`src/rtl/dom_mul_gf2_sched.sv`:
```
// ============================================================================
// Module   : dom_mul_gf2_sched
// Purpose  : Shares one pipelined DOM GF(2^2) multiplier between NREQ
//            requesters. It arbitrates round-robin, pairs each issue with
//            fresh randomness, tags it through the multiplier latency and
//            returns the product shares to the requester that issued it.
// Revision : 1.0 - initial release
// ============================================================================
`default_nettype none

module dom_mul_gf2_sched #(
  parameter int SHARES = 2,
  parameter int NREQ   = 2,
  parameter int LAT    = 1
) (
  input  logic                         ClkxCI,
  input  logic                         RstxRI,
  input  logic [NREQ-1:0]              ReqValidxSI,
  output logic [NREQ-1:0]              ReqReadyxSO,
  input  logic [NREQ*2*SHARES-1:0]     ReqXxDI,
  input  logic [NREQ*2*SHARES-1:0]     ReqYxDI,
  input  logic                         RandValidxSI,
  output logic                         RandReadyxSO,
  input  logic [SHARES*(SHARES-1)-1:0] RandZxDI,
  output logic [2*SHARES-1:0]          MulXxDO,
  output logic [2*SHARES-1:0]          MulYxDO,
  output logic [SHARES*(SHARES-1)-1:0] MulZxDO,
  output logic [2*SHARES-1:0]          MulBxDO,
  input  logic [2*SHARES-1:0]          MulQxDI,
  output logic [NREQ-1:0]              RspValidxSO,
  output logic [2*SHARES-1:0]          RspQxDO,
  output logic                         BusyxSO
);

  localparam int SW = 2 * SHARES;
  localparam int ZW = SHARES * (SHARES - 1);
  localparam int PW = (NREQ > 1) ? $clog2(NREQ) : 1;
  localparam logic [PW:0] C_NREQ = (PW + 1)'(NREQ);
  localparam logic [PW:0] C_ONE  = (PW + 1)'(1);

  // Round-robin pointer
  logic [PW-1:0]          ptr_q;
  logic [PW-1:0]          ptr_d;
  logic [PW:0]            ptr_inc;

  // Arbitration
  logic [PW-1:0]          grant;
  logic [PW:0]            arb_idx;
  logic                   arb_found;
  logic                   any_req;
  logic                   issue;
  logic [NREQ-1:0]        grant_oh;

  // Granted operands
  logic [SW-1:0]          sel_x;
  logic [SW-1:0]          sel_y;

  // Multiplier-facing operand registers
  logic [SW-1:0]          mul_x_q;
  logic [SW-1:0]          mul_y_q;
  logic [ZW-1:0]          mul_z_q;

  // Tag pipeline: entry 0 written at issue, entry LAT aligned with MulQxDI
  logic [LAT:0]           tag_vld_q;
  logic [LAT:0][NREQ-1:0] tag_id_q;

  // Response registers
  logic [NREQ-1:0]        rsp_vld_q;
  logic [SW-1:0]          rsp_q_q;

  assign any_req = |ReqValidxSI;
  assign issue   = RandValidxSI & any_req & ~RstxRI;

  // Pick the first valid requester starting at the pointer, wrapping mod NREQ
  always_comb begin
    grant     = ptr_q;
    arb_found = 1'b0;
    arb_idx   = '0;
    for (int k = 0; k < NREQ; k++) begin
      arb_idx = {1'b0, ptr_q} + (PW + 1)'(k);
      if (arb_idx >= C_NREQ) begin
        arb_idx = arb_idx - C_NREQ;
      end
      if (!arb_found && ReqValidxSI[arb_idx[PW-1:0]]) begin
        grant     = arb_idx[PW-1:0];
        arb_found = 1'b1;
      end
    end
  end

  // One-hot grant, only asserted when the issue actually happens
  always_comb begin
    grant_oh = '0;
    if (issue) begin
      grant_oh[grant] = 1'b1;
    end
  end

  // Pointer moves just past the granted requester on issue, holds otherwise
  always_comb begin
    ptr_inc = {1'b0, grant} + C_ONE;
    ptr_d   = ptr_q;
    if (issue) begin
      ptr_d = (ptr_inc == C_NREQ) ? '0 : ptr_inc[PW-1:0];
    end
  end

  assign sel_x = ReqXxDI[int'(grant) * SW +: SW];
  assign sel_y = ReqYxDI[int'(grant) * SW +: SW];

  assign ReqReadyxSO  = grant_oh;
  assign RandReadyxSO = issue;

  // Operand, tag and response registers; idle cycles flush operands to zero
  always_ff @(posedge ClkxCI) begin
    if (RstxRI) begin
      ptr_q     <= '0;
      mul_x_q   <= '0;
      mul_y_q   <= '0;
      mul_z_q   <= '0;
      tag_vld_q <= '0;
      tag_id_q  <= '0;
      rsp_vld_q <= '0;
      rsp_q_q   <= '0;
    end else begin
      ptr_q        <= ptr_d;
      mul_x_q      <= issue ? sel_x : '0;
      mul_y_q      <= issue ? sel_y : '0;
      mul_z_q      <= issue ? RandZxDI : '0;
      tag_vld_q[0] <= issue;
      tag_id_q[0]  <= grant_oh;
      for (int i = 1; i <= LAT; i++) begin
        tag_vld_q[i] <= tag_vld_q[i-1];
        tag_id_q[i]  <= tag_id_q[i-1];
      end
      rsp_vld_q <= tag_vld_q[LAT] ? tag_id_q[LAT] : '0;
      rsp_q_q   <= tag_vld_q[LAT] ? MulQxDI : '0;
    end
  end

  assign MulXxDO     = mul_x_q;
  assign MulYxDO     = mul_y_q;
  assign MulZxDO     = mul_z_q;
  assign MulBxDO     = '0;
  assign RspValidxSO = rsp_vld_q;
  assign RspQxDO     = rsp_q_q;
  assign BusyxSO     = (|tag_vld_q) | (|rsp_vld_q);

endmodule

`default_nettype wire

```
`config.mk`:
```
export PLATFORM = sky130hd
export DESIGN_NAME = dom_mul_gf2_sched
export DESIGN_NICKNAME = d
export VERILOG_FILES = /design/src/rtl/dom_mul_gf2_sched.sv
export SDC_FILE = /design/constraint.sdc
export NUM_CORES = 1
export LEC_CHECK = 0
export CAP_MARGIN = 20
export CORE_MARGIN = 5
export CORE_UTILIZATION = 33
export DETAILED_ROUTE_END_ITERATION = 6
export PLACE_DENSITY = 0.79
export SETUP_SLACK_MARGIN = 0.1
export SLEW_MARGIN = 30
export SYNTH_ARGS = -nofsm -noshare
export SYNTH_HDL_FRONTEND = slang
export SYNTH_SLANG_ARGS = --single-unit
```
`constraint.sdc`:
```
create_clock -name ClkxCI -period 1.4 [get_ports ClkxCI]
set_input_delay 0.28 -clock ClkxCI [delete_from_list [all_inputs] [get_ports ClkxCI]]
set_output_delay 0.28 -clock ClkxCI [all_outputs]
set_load 0.05 [all_outputs]
```
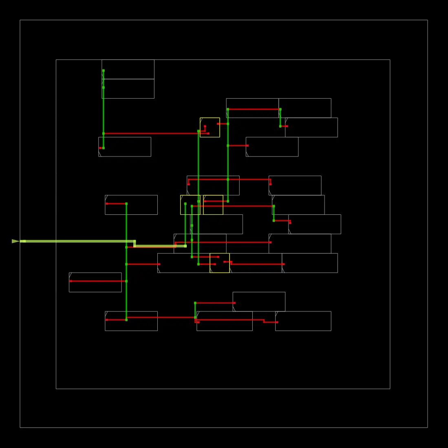
Run 1: clock routing
TritonCTS Sinks: 23
CTS buffer count: 3
Latency at later pin: 0.31 ns

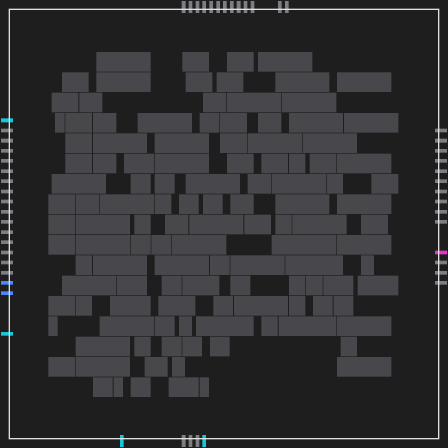
Run 1: I/O pins on the die edge
Pins as bars across the die edge, other pins in gray.
Key: MulBxDO = cyan [pins 4, direction output, edge 2 left, 2 bottom]; RstxRI = magenta [pins 1, direction input, edge right]; RandZxDI = blue [pins 2, direction input, edge left]
die y size: 57.3 µm
Die Width: 57.3 µm
Port-buffer cells: 46

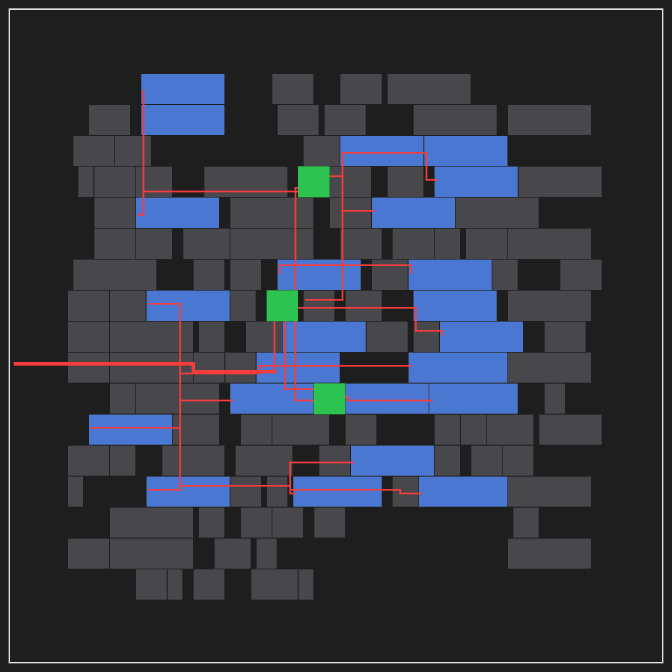
Run 1: clock network drawn from the DEF
Key: clock wires = red [length 244 µm]; flip-flops = blue [count 23]; clock drivers = green [count 3]
There are 4 routed clock nets.

==> qor.csv, run 1 <==
metric,value,unit
synth_chip_area,737,µm²
yosysUniqueCellTypes,15,
dr_wl_met2,1090,µm
top_cells_by_count,"dfxtp_1, a22o_1, and2_1",
ir_drop,0.610,mV
synth_seq_share,62.5,%
drt-total-wl,2060,µm
timing.hold.ws,0.277,ns
vias,665,
status,"finished, violations left",
routedWlPerCell,13.8,µm
cp.arrival,1.35,ns
dpl-instance-area,1450,µm²
fin_area,1550,µm²
syn_area_per_cell,11.9,µm²
top_layer,met4,
clk_path_buf_depth,2,
dp_slack,-0.271,ns
syn_area,737,µm²
yosys_cells,62,
cts_max_level,1,
swShare,27.8,%
grt_pass1_vias,725,
antenna_found_initial,0,
max_stage_delay,0.53,ns
final.setup.worst_slack,-0.227,ns
syn-instance-count,62,
wl_met3,189,µm
dr.pass1.iters,3,
crit_type,reg -> out,
yosysTopAreaCellShare,62.5,%
warning_count,28,
slew_viol_final,0,
seqPwrFrac,52.0,%
vias_per_cell,4.46,
final_cell_count_no_fill,149,
dieArea,3280,µm²
ff_type,dfxtp_1,
end_kind,output port,
grt_max_degree,15,
cts_tree,built,
area_growth,110,%
filler_cell_count,153,
drive_above_1_share,41.3,%
gp_congestion,0.723,
startpoint_type,register,
drv_cap,0,
violations,setup timing,
pwr-share-clk,23.6,%
finalHoldViolations,0,
grt_pass1_wl,3100,µm
diodes,0,
setup_viol,2,
fin_util,71.3,%
synth_warnings,0,
synth_flops,23,
drt_iter0_drc,4,
dp_cells,140,
intPower,961,µW
fp_util,34.0,%
ys_async_sr_fraction,0,%
rsz0062_at_grt,true,
hp-class,in -> reg,
finClkSkew,0.0138,ns
==> run 1: path summary, 6_finish.rpt <==
path                                   start              to  depth (start not counted)
worst max-delay path            tag_vld_q[1]         BusyxSO                          2
worst min-delay path                  RstxRI    tag_vld_q[0]                          3
worst max register to register         ptr_q      MulYxDO[1]                          4
worst min register to register   tag_id_q[2]  RspValidxSO[0]                          1
==> run 1: cell type report <==
cell class	instances	area (µm²)	area share, %
Clock buffer	3	22.5	1.46
Clock inverter	1	7.51	0.485
Multi-Input combinational cell	36	279	18.0
Sequential cell	23	468	30.2
Tap cell	28	35.0	2.26
Timing Repair Buffer	58	736	47.5
==> run 1: metal layers <==
layer  global-route usage, %  up-vias
li1                        -      322
met1                    11.4      302
met2                    23.8       37
met3                    4.30        4
met4                    5.96        0
met5                       0        -
==> run 1: cells in the final DEF, fill, tap and decap left out, drive strengths merged <==
master / synthesis / routed
buf: 6 / 34
dfxtp: 23 / 23
clkdlybuf4s50: 0 / 22
a22o: 8 / 8
and2: 8 / 8
conb: 1 / 4
and3: 4 / 4
clkbuf: 0 / 3
nor2b: 3 / 3
and2b: 2 / 2
o21a: 2 / 2
nand2: 1 / 1
or4: 1 / 1
nand2b: 1 / 1
a21oi: 1 / 1
a311oi: 1 / 1
clkinvlp: 0 / 1
dlygate4sd2: 0 / 1
clkdlybuf4s15: 0 / 1
==> run 1: what timing repair did <==
item | in CTS | in global routing
endpoints found under the setup margin | 11 | 4
setup buffers | 3 | 2
resized | 19 | 3
hold buffers | 0 | 0
pin swaps | 4 | 0
==> run 1: sequential cells by signal (all words and copies together), names as in the netlist <==
signal and cells:
RspQxDO 4, tag_vld_q 2, MulYxDO 4, RspValidxSO 2, MulXxDO 4, ptr_q 1
tag_id_q 4, MulZxDO 2
==> run 1: critical path, delay by kind of cell, from the launching register on <==
kind	cells	cell delay [ns]
AND/OR/NAND/NOR	1	0.53
flip-flops	1	0.34
buffers and inverters	1	0.17
==> run 1: power groups by stage <==
stage	clock [mW]	sequential, mW	combinational [mW]
after floorplan	0	0.746	0.0902
after global placement	0	0.704	0.301
after detailed placement	0	0.705	0.305
after CTS	0.317	0.691	0.318
after global routing	0.350	0.694	0.339
final	0.314	0.691	0.325
==> run 1: logic make-up after synthesis <==
group,synth area share (%)
and+or+nand+nor,17.5
DFF,62.5
AOI/OAI and AO/OA,13.4
buffers and inverters,6.11
other,0.509
==> run 2, diff against run 1 <==
CORE_UTILIZATION = 36   (was 33)
PLACE_DENSITY = 0.85   (was 0.79)
clock period = 1.93 ns   (was 1.4 ns; I/O delays follow)
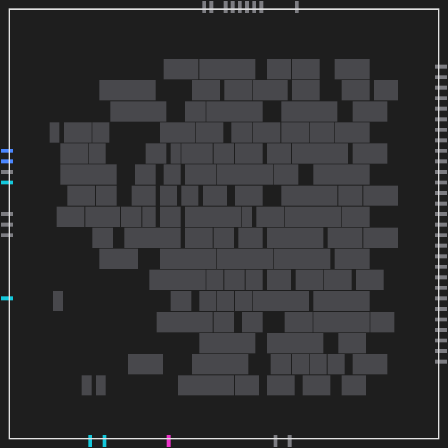
Run 2: I/O pins on the die edge
Pins as bars across the die edge, other pins in gray.
Key: MulBxDO = cyan [pins 4, direction output, edge 2 left, 2 bottom]; RandZxDI = blue [pins 2, direction input, edge left]; RstxRI = magenta [pins 1, direction input, edge bottom]
All pins by edge: 29 right, 9 top, 8 left, 5 bottom.
die y size: 55.2 µm
Die Width: 55.2 µm

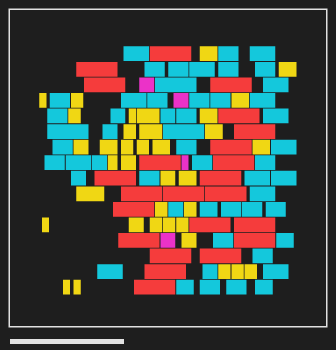
Run 2: cells colored by class
Bar = 20 µm.
Key: clock drivers and dummy loads = magenta [cells 4, share of their area 2.0%]; combinational and other logic = yellow [cells 36, share of their area 20%]; other buffers and delay cells = cyan [cells 52, share of their area 43%]; flops = red [cells 23, share of their area 35%]

==> qor.csv, run 2 <==
metric,value,unit
clk_path_buf_depth,2,
drv_cap,0,
end_kind,output port,
dr.pass1.iters,4,
finalPower,905,µW
yosysUniqueCellTypes,15,
synth_chip_area,737,µm²
ir_drop,0.426,mV
synth_warnings,0,
drc,0,
drt_iter0_drc,9,
powerDensity,675,nW/µm²
status,finished clean,
post-synth-top-count-cell,dfxtp_1,
synth_seq_share,62.5,%
fin_setup_tns,0,ns
synthTopCellsByArea,"dfxtp_1, a22o_1, and2_1",
lay_top_cells,"clkdlybuf4s50_1, dfxtp_1, dlymetal6s2s_1",
finalCritPeriodShare,91.7,%
fin_util,68.4,%
area_growth,82.0,%
core,1960,µm²
cts_root_buf,clkbuf_4,
timing.rr.start,ptr_q,
gp_congestion,0.737,
routedWlPerCell,15.2,µm
yosysTopAreaCellShare,62.5,%
hp-class,in -> reg,
diodes,0,
grt_pass1_wl,3150,µm
synth-edff-count,0,
final.setup.worst_slack,0.160,ns
crit_type,in -> out,
cts_max_level,1,
port_buffers,46,
synth_flops,23,
grtUsageTotal,13.9,%
grt_pass1_vias,609,
yosys_cells,62,
rows,16,
yosys.area.top_type,dfxtp_1,
tightest_slew,0.520,ns
syn_area_per_cell,11.9,µm²
drt-total-wl,2160,µm
worstRegToRegCells,4,
max_slew_margin,65.3,%
antenna_found_initial,0,
dp_slack,0.0602,ns
final_common_cell,clkdlybuf4s50_1,
top_cells_by_count,"dfxtp_1, a22o_1, and2_1",
timing.fmax,565,MHz
insertion_delay,0.30,ns
hold_start,RandValidxSI,
fp_util,37.6,%
cts.sinks,23,
slew_viol_final,0,
p_leak,0.789,nW
startpoint_type,input port,
hold_depth,3,
min_period,1.77,ns
cp.arrival,1.38,ns
ff_type,dfxtp_1,
finalHoldViolations,0,
dieArea,3050,µm²
warning_count,27,
cts_inserted_buffers,3,
vias,659,
syn-instance-count,62,
crit_fanout,6,
setup_viol,0,
syn_area,737,µm²
hpwl,1670,µm
vias_per_cell,4.64,
grt-ovfl-total,0,
rsz0062_at_grt,false,
timing.hold.ws,0.417,ns
grt_max_degree,13,
clk_pin_slew,0.11,ns
crit_start,ReqValidxSI[1],
nNetsFinal,143,
cts_tree,built,
crit_required,1.54,ns
ys_async_sr_fraction,0,%
io_pins,51,
drtAntennaViolNets,0,
filler_cell_count,155,
drive_above_1_share,13.9,%
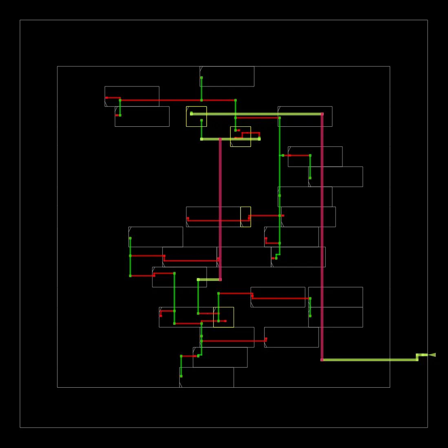
Run 2: clock routing
flop count: 23
clock buf count: 4
Layout Skew: 0.000758 ns
clk pwr: 211 µW

-- run 2: cell types whose count changed in the layout (fill, tap and decap cells not counted), sizes merged --
cell / delta
clkinvlp: -1
dlymetal6s2s: +14
clkdlybuf4s50: +2
clkdlybuf4s15: -1
dlygate4sd2: +3
buf: -24
clkbuf: +1
-- run 2: cell families after synthesis --
kind of cell | Yosys count | share of synthesized area (%)
and+or+nand+nor | 20 | 17.5
AOI/OAI and AO/OA | 12 | 13.4
buffers and inverters | 6 | 6.11
DFF | 23 | 62.5
other | 1 | 0.509
-- run 2: area by class of cell --
class,instances,area (µm²),share of cell area [%]
Timing Repair Buffer,52,563,42.0
Tap cell,27,33.8,2.52
Multi-Input combinational cell,36,258,19.2
Clock buffer,4,26.3,1.96
Sequential cell,23,460,34.3
-- run 2: worst max-delay path, cell delays in order --
cell and delay, ns:
clkdlybuf4s50_1 0.56, nand2_1 0.09, and3_4 0.20, buf_12 0.14
-- run 2: power breakdown --
group	internal, mW	leakage, nW	switching [mW]	total (mW)
clock network	0.0807	0.0150	0.130	0.211
registers	0.491	0.188	0.00479	0.495
logic	0.0957	0.586	0.103	0.199
-- run 2: routing by layer --
layer	share of wire (%)	vias to the layer above	global-route usage [%]
li1	-	311	-
met1	39	302	14.6
met2	49	42	22.8
met3	9.9	4	6.06
met4	2.4	0	8.33
met5	0	-	0
-- run 2: per-stage QoR --
step | instance area [µm²] | std cells
after global routing | 1340 | 142
final | 1340 | 142
after CTS | 1290 | 140
after detailed placement | 1250 | 136
after floorplan | 748 | 65
after global placement | 1250 | 136
-- run 2: worst paths after layout --
| path | endpoint | slack (ns) |
|---|---|---|
| max | ReqReadyxSO[0] | 0.16 |
| min | ptr_q | 0.42 |
| max reg2reg | MulXxDO[1] | 0.75 |
| min reg2reg | RspValidxSO[1] | 0.45 |
-- run 2: what timing repair did --
item / CTS / global route
buffers inserted: 0 / 2
hold buffers: 0 / 0
gates resized: 7 / 15
pin swaps: 0 / 0
cloned: 0 / 0
setup endpoints to repair: 7 / 15
==> run 3, diff against run 2 <==
CAP_MARGIN = not set   (was 20)
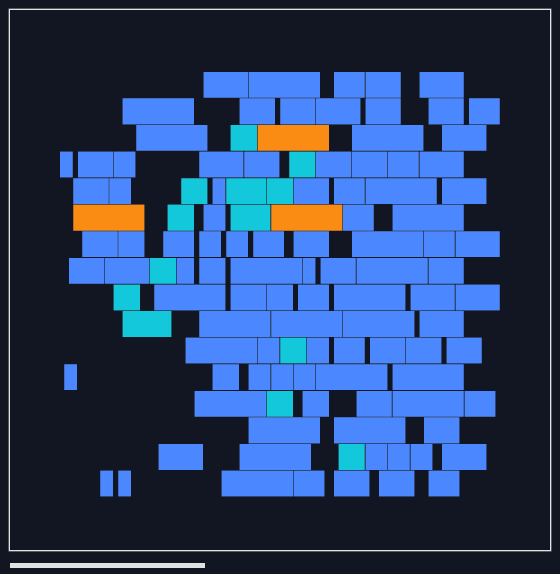
Run 3: sizing map
Bar = 20 µm.
Key: _3 and _4 cells = cyan [cells 13, most used buf_4]; _6 and larger = orange [cells 3, most used buf_12]; _0 and _1 cells = blue [cells 99, most used clkdlybuf4s50_1]

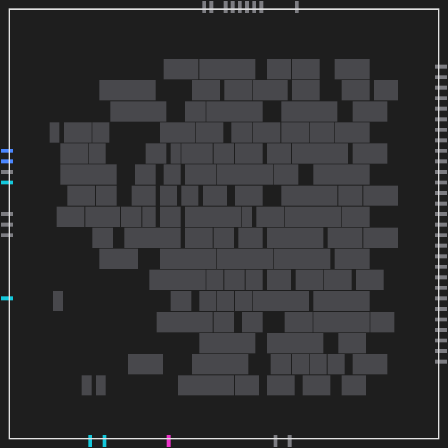
Run 3: I/O pins on the die edge
Pins as bars across the die edge, other pins in gray.
Key: RstxRI = magenta [pins 1, direction input, edge bottom]; RandZxDI = blue [pins 2, direction input, edge left]; MulBxDO = cyan [pins 4, direction output, edge 2 left, 2 bottom]
All pins by edge: 29 right, 9 top, 8 left, 5 bottom.

==> qor.csv, run 3 <==
metric,value,unit
grt_pass1_vias,609,
pwr-share-comb,21.9,%
synth_warnings,0,
hpwl,1670,µm
area_growth,82.0,%
cp_cell_sequence,clkdlybuf4s50_1 > nand2_1 > and3_4 > buf_12,
intPower,667,µW
finalHoldViolations,0,
ff_type,dfxtp_1,
finalCritPeriodShare,91.7,%
routedWlPerCell,15.2,µm
clk_path_buf_depth,2,
syn-instance-count,62,
port_buffers,46,
warning_count,27,
yosys_cells,62,
grtUsageTotal,13.9,%
p_leak,0.789,nW
synth_chip_area,737,µm²
fp_util,37.6,%
synth_flops,23,
hold_start,RandValidxSI,
cts_root_buf,clkbuf_4,
cts_inserted_buffers,3,
cts.sinks,23,
clk_pin_slew,0.11,ns
status,finished clean,
gp_congestion,0.737,
crit_family,buffers and inverters,
yosysUniqueCellTypes,15,
p_sw,238,µW
grt_max_degree,13,
crit_required,1.54,ns
max_slew_margin,65.3,%
syn_area,737,µm²
vias,659,
min_period,1.77,ns
final_common_cell,clkdlybuf4s50_1,
timing.rr.start,ptr_q,
crit_type,in -> out,
seqPwrFrac,54.7,%
crit_fanout,6,
cts_max_level,1,
synthTopCellsByArea,"dfxtp_1, a22o_1, and2_1",
grt_pass1_wl,3150,µm
ir_drop,0.426,mV
rows,16,
tightest_slew,0.520,ns
lay_top_cells,"clkdlybuf4s50_1, dfxtp_1, dlymetal6s2s_1",
io_pins,51,
end_kind,output port,
die_w,55.2,µm
slew_viol_final,0,
top_cells_by_count,"dfxtp_1, a22o_1, and2_1",
fin_setup_tns,0,ns
cp.arrival,1.38,ns
timing.fmax,565,MHz
ys_async_sr_fraction,0,%
yosys.area.top_type,dfxtp_1,
post-synth-top-count-cell,dfxtp_1,
powerDensity,675,nW/µm²
drv_cap,0,
dr.pass1.iters,4,
cts_tree,built,
drt_iter0_drc,9,
synth-edff-count,0,
syn_area_per_cell,11.9,µm²
startpoint_type,input port,
crit_path_top_delay_cell,clkdlybuf4s50_1,
synth_seq_share,62.5,%
drc,0,
cp.buffers_inverters,2,
diodes,0,
setup_viol,0,
vias_per_cell,4.64,
grt-ovfl-total,0,
max_stage_delay,0.56,ns
finClkSkew,0.000758,ns
drtAntennaViolNets,0,
swShare,26.3,%
nNetsFinal,143,
hp-class,in -> reg,
yosysTopAreaCellShare,62.5,%
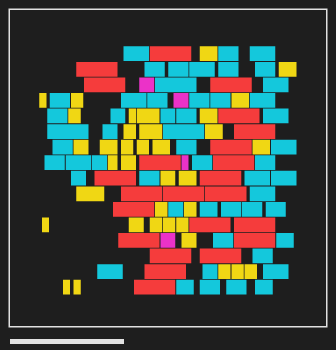
Run 3: cells colored by class
Bar = 20 µm.
Key: combinational and other logic = yellow [cells 36, share of their area 20%]; other buffers and delay cells = cyan [cells 52, share of their area 43%]; clock drivers and dummy loads = magenta [cells 4, share of their area 2.0%]; flops = red [cells 23, share of their area 35%]
Core Util, Final: 68.4%
Final Instance Area: 1340 µm²
fraction of area in registers: 34.3%

run 3: cell counts after synthesis:
No cell type changed its count.
run 3: power groups by stage:
stage	Clock, mW	Combinational (mW)	Sequential [mW]
floorplan	0	0.0640	0.542
global placement	0	0.191	0.506
detailed placement	0	0.194	0.506
finish	0.211	0.199	0.495
global route	0.238	0.208	0.497
CTS	0.216	0.197	0.496
run 3: metrics by stage:
stage	hold WS, ns	total power, mW	area (µm²)	instances	setup WS (ns)
5_1_grt	0.432	0.943	1340	142	0.101
2_1_floorplan	0.406	0.606	748	65	0.307
6_report	0.417	0.905	1340	142	0.160
4_1_cts	0.447	0.909	1290	140	0.0951
3_5_place_dp	0.421	0.701	1250	136	0.0602
3_3_place_gp	0.416	0.697	1250	136	0.0615
run 3: repair_timing:
action | CTS | global route
gates resized | 7 | 15
hold buffers | 0 | 0
endpoints found under the setup margin | 7 | 15
setup buffers | 0 | 2
run 3: logic make-up after synthesis:
kind of cell | after synthesis | synth area share [%]
compound gates | 12 | 13.4
buf+inv | 6 | 6.11
flops | 23 | 62.5
other cells | 1 | 0.509
simple gates | 20 | 17.5
run 3: final timing paths:
path                    endpoint  slack (ns)  cells after the start
setup / recovery  ReqReadyxSO[0]        0.16                      4
hold / removal             ptr_q        0.42                      3
setup reg to reg      MulXxDO[1]        0.75                      4
hold reg to reg   RspValidxSO[1]        0.45                      1
run 3: layout make-up:
cell class	count	area, µm²
well taps	27	33.8
multi-input cells	36	258
clock buffers	4	26.3
flip-flops and latches	23	460
fillers	155	621
repair buffers	52	563
run 3: metal layers:
metal	global-route usage (%)	share of wire, %
met4	8.33	2.4
met3	6.06	9.9
met1	14.6	39
met5	0	0
met2	22.8	49
run 3: tightest hold or removal path: stages:
cell and delay (ns):
dlymetal6s2s_1 0.10, buf_4 0.12, a311oi_1 0.08
No activity file was given, so power comes from the tool's default toggle rates.
